Fig. 1: metal 1
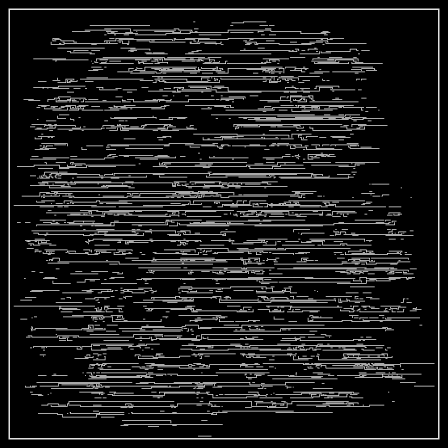
Fig. 2: met2 routing
Scale bar: 20 µm. Cells faint in the background.
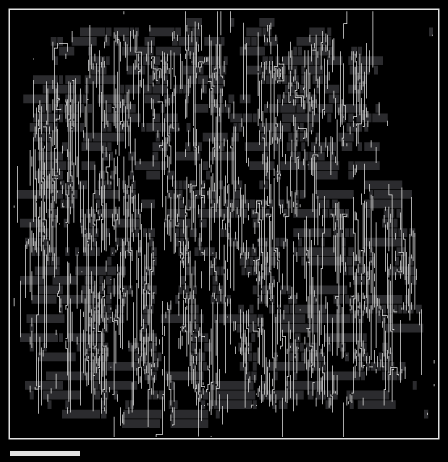
Fig. 3: metal 3
Scale bar: 20 µm.
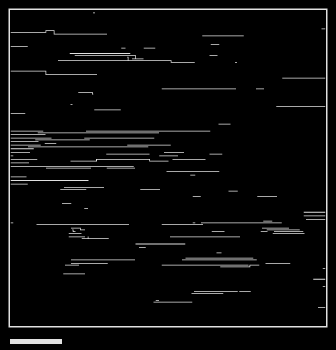
Fig. 4: M4 wires
Cells faint in the background.
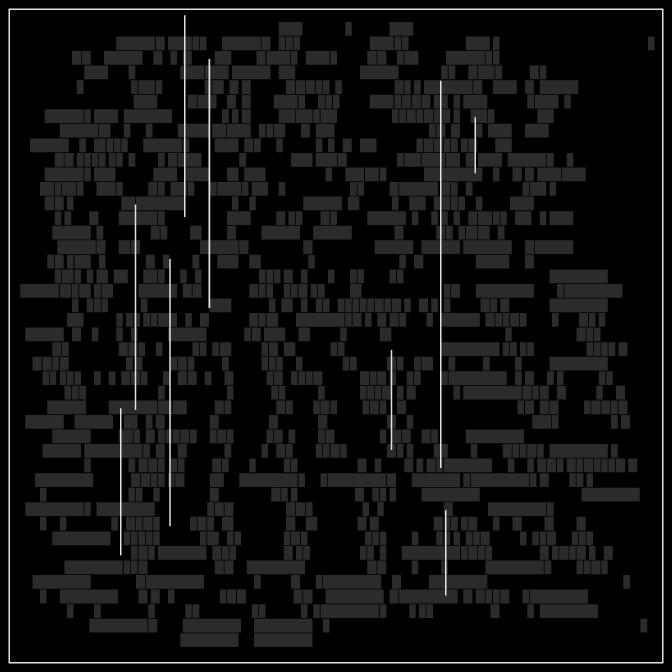
<file path="config.mk">
export PLATFORM = sky130hd
export DESIGN_NAME = proc_core
export DESIGN_NICKNAME = d
export VERILOG_FILES = /design/src/rtl/proc_core.sv
export SDC_FILE = /design/constraint.sdc
export NUM_CORES = 1
export LEC_CHECK = 0
export ABC_AREA = 1
export ABC_CLOCK_PERIOD_IN_PS = 5000
export CAP_MARGIN = 20
export CORE_UTILIZATION = 40
export DETAILED_ROUTE_END_ITERATION = 8
export DONT_BUFFER_PORTS = 1
export GPL_ROUTABILITY_DRIVEN = 0
export MAX_ROUTING_LAYER = met4
export PLACE_DENSITY_LB_ADDON = 0.05
export SYNTH_ARGS = -nofsm -noshare
export SYNTH_HDL_FRONTEND = slang
export SYNTH_SLANG_ARGS = --single-unit
</file>
<file path="constraint.sdc">
create_clock -name CLKb -period 5 [get_ports CLKb]
set_clock_uncertainty 0.1 [all_clocks]
set_input_delay 1 -clock CLKb [delete_from_list [all_inputs] [get_ports CLKb]]
set_output_delay 1 -clock CLKb [all_outputs]
set_load 0.02 [all_outputs]
</file>
<file path="src/rtl/proc_core.sv">
// proc_core -- small multi-cycle register-machine core with a mux-based bus.
//
// Each instruction is fetched from D in T0 and executed over T1..T3:
//   LOAD  (0) : T1 waits for D_VALID, then Rx <- D
//   MOV   (1) : T1 Rx <- Ry
//   ADD..XOR (2..6) : T1 A <- Rx, T2 G <- A op Ry, T3 Rx <- G
//   NOT   (7) : T1 Rx <- ~Ry
//   8..15     : NOP, finishes in T1
// Instruction layout: opcode in the top 4 bits, then Rx, then Ry
// (RB = log2(NREGS) bits each); remaining low bits are ignored.
//
// Optional feature macro: PROC_CORE_FLAGS_EN
//   defined   : ZF/CF registers, updated at each ALU-op write-back
//   undefined : ZF and CF tied to 0, no flag state
//
// Ports:
//   CLKb      in   1      clock, rising edge
//   CLR       in   1      synchronous active-high reset, highest priority
//   D         in   WIDTH  instruction or immediate word
//   D_VALID   in   1      D is valid this cycle
//   READY     out  1      core accepts an instruction (T0 only)
//   PEEK_ADDR in   RB     register index for REG_PEEK
//   REG_PEEK  out  WIDTH  combinational read of register[PEEK_ADDR]
//   BUS       out  WIDTH  internal bus value, 0 when undriven
//   TIMESTEP  out  2      current step T0..T3
//   DONE      out  1      final step of the current instruction
//   ZF        out  1      zero flag
//   CF        out  1      carry / borrow flag
module proc_core #(
  parameter int WIDTH = 10,
  parameter int NREGS = 4,
  localparam int RB = $clog2(NREGS)
) (
  input  logic             CLKb,
  input  logic             CLR,
  input  logic [WIDTH-1:0] D,
  input  logic             D_VALID,
  output logic             READY,
  input  logic [RB-1:0]    PEEK_ADDR,
  output logic [WIDTH-1:0] REG_PEEK,
  output logic [WIDTH-1:0] BUS,
  output logic [1:0]       TIMESTEP,
  output logic             DONE,
  output logic             ZF,
  output logic             CF
);

  // Only the decoded fields of the instruction are kept.
  localparam int IW = 4 + 2 * RB;

  localparam logic [3:0] OP_LOAD = 4'd0;
  localparam logic [3:0] OP_MOV  = 4'd1;
  localparam logic [3:0] OP_ADD  = 4'd2;
  localparam logic [3:0] OP_SUB  = 4'd3;
  localparam logic [3:0] OP_AND  = 4'd4;
  localparam logic [3:0] OP_OR   = 4'd5;
  localparam logic [3:0] OP_XOR  = 4'd6;
  localparam logic [3:0] OP_NOT  = 4'd7;

  typedef enum logic [1:0] {
    T0 = 2'd0,
    T1 = 2'd1,
    T2 = 2'd2,
    T3 = 2'd3
  } step_t;

  step_t            step;
  step_t            step_next;
  logic [WIDTH-1:0] regs [NREGS];
  logic [IW-1:0]    ir;
  logic [WIDTH-1:0] a;
  logic [WIDTH-1:0] g;
  logic [3:0]       opcode;
  logic [RB-1:0]    rx;
  logic [RB-1:0]    ry;

  logic [WIDTH-1:0] bus;
  logic             ready;
  logic             done;
  logic             ir_load;
  logic             a_load;
  logic             g_load;
  logic             reg_we;
  logic [WIDTH-1:0] reg_wdata;
  logic [WIDTH-1:0] alu_res;

  assign opcode = ir[IW-1 -: 4];
  assign rx     = ir[IW-5 -: RB];
  assign ry     = ir[IW-5-RB -: RB];

  // Step sequencing, bus source selection and write controls.
  always_comb begin
    step_next = step;
    bus       = '0;
    ready     = 1'b0;
    done      = 1'b0;
    ir_load   = 1'b0;
    a_load    = 1'b0;
    g_load    = 1'b0;
    reg_we    = 1'b0;
    reg_wdata = '0;
    if (CLR) begin
      // Abandon anything in flight: no bus, no DONE, no write-back.
      step_next = T0;
    end else begin
      case (step)
        T0: begin
          ready = 1'b1;
          if (D_VALID) begin
            bus       = D;
            ir_load   = 1'b1;
            step_next = T1;
          end else begin
            step_next = T0;
          end
        end
        T1: begin
          case (opcode)
            OP_LOAD: begin
              if (D_VALID) begin
                bus       = D;
                reg_we    = 1'b1;
                reg_wdata = D;
                done      = 1'b1;
                step_next = T0;
              end else begin
                step_next = T1;
              end
            end
            OP_MOV: begin
              bus       = regs[ry];
              reg_we    = 1'b1;
              reg_wdata = regs[ry];
              done      = 1'b1;
              step_next = T0;
            end
            OP_NOT: begin
              bus       = regs[ry];
              reg_we    = 1'b1;
              reg_wdata = ~regs[ry];
              done      = 1'b1;
              step_next = T0;
            end
            OP_ADD, OP_SUB, OP_AND, OP_OR, OP_XOR: begin
              bus       = regs[rx];
              a_load    = 1'b1;
              step_next = T2;
            end
            default: begin
              // NOP: finish immediately, nothing written.
              done      = 1'b1;
              step_next = T0;
            end
          endcase
        end
        T2: begin
          bus       = regs[ry];
          g_load    = 1'b1;
          step_next = T3;
        end
        T3: begin
          bus       = g;
          reg_we    = 1'b1;
          reg_wdata = g;
          done      = 1'b1;
          step_next = T0;
        end
        default: begin
          step_next = T0;
        end
      endcase
    end
  end

  // ALU: A combined with the bus (carrying Ry during T2).
  always_comb begin
    alu_res = '0;
    case (opcode)
      OP_ADD:  alu_res = a + bus;
      OP_SUB:  alu_res = a - bus;
      OP_AND:  alu_res = a & bus;
      OP_OR:   alu_res = a | bus;
      OP_XOR:  alu_res = a ^ bus;
      default: alu_res = '0;
    endcase
  end

  // Step register, instruction/operand registers and register file.
  always_ff @(posedge CLKb) begin
    if (CLR) begin
      step <= T0;
      ir   <= '0;
      a    <= '0;
      g    <= '0;
      for (int i = 0; i < NREGS; i++) begin
        regs[i] <= '0;
      end
    end else begin
      step <= step_next;
      if (ir_load) begin
        ir <= D[WIDTH-1 -: IW];
      end
      if (a_load) begin
        a <= bus;
      end
      if (g_load) begin
        g <= alu_res;
      end
      if (reg_we) begin
        regs[rx] <= reg_wdata;
      end
    end
  end

`ifdef PROC_CORE_FLAGS_EN
  logic zf_q;
  logic cf_q;
  logic g_carry;
  logic alu_carry;

  // Carry-out of A+B is set exactly when B exceeds ~A; borrow when A < B.
  always_comb begin
    alu_carry = 1'b0;
    case (opcode)
      OP_ADD:  alu_carry = (bus > ~a);
      OP_SUB:  alu_carry = (a < bus);
      default: alu_carry = 1'b0;
    endcase
  end

  // Flags: carry is captured with G, both flags commit at the T3 write-back.
  always_ff @(posedge CLKb) begin
    if (CLR) begin
      zf_q    <= 1'b0;
      cf_q    <= 1'b0;
      g_carry <= 1'b0;
    end else begin
      if (g_load) begin
        g_carry <= alu_carry;
      end
      if (step == T3) begin
        zf_q <= (g == '0);
        cf_q <= g_carry;
      end
    end
  end

  assign ZF = zf_q;
  assign CF = cf_q;
`else
  assign ZF = 1'b0;
  assign CF = 1'b0;
`endif

  assign READY    = ready;
  assign DONE     = done;
  assign BUS      = bus;
  assign TIMESTEP = step;
  assign REG_PEEK = regs[PEEK_ADDR];

endmodule

</file>
==> run summary <==
run results: Int Power=1.18 mW, flip-flops with a built-in enable=40, Via density=5.43, hpwl dp=13500 µm, most frequent CP cell=nand2_1, Die Width=122 µm, pins over their slew limit=0, H-tree depth=3, worst path arrival time=4.44 ns, Dominant combinational family=simple AND/OR/NAND/NOR gates, Vias=5599, vias in the first global route=5325, layout cells sized above 1=7.39%, Setup WS pre-CTS=0.710 ns, Overflow after GRT=0, M1 WL=8460 µm, Power Density=290 mW/mm², top power group=sequential cells, met1 Use GR=35.6%, outcome=finished, final reports clean, Synth mux share=0%
-- Fig. 1 (at the start) --
nets with wire on the layer	830
main direction	horizontal
wire length on this layer	8460 µm
share of all routed wire	47%

-- Fig. 2 (at the start) --
longest straight run	54.6 µm
main direction	vertical
wire length on this layer	7960 µm
share of all routed wire	44%
nets with wire on the layer	704

-- Fig. 3 (at the start) --
main direction	horizontal
share of all routed wire	7.4%
nets with wire on the layer	77
longest straight run	47.6 µm
wire length on this layer	1340 µm

-- Fig. 4 (at the start) --
share of all routed wire	1.7%
longest straight run	72.1 µm
nets with wire on the layer	7

Power and IR drop assume default switching activity.
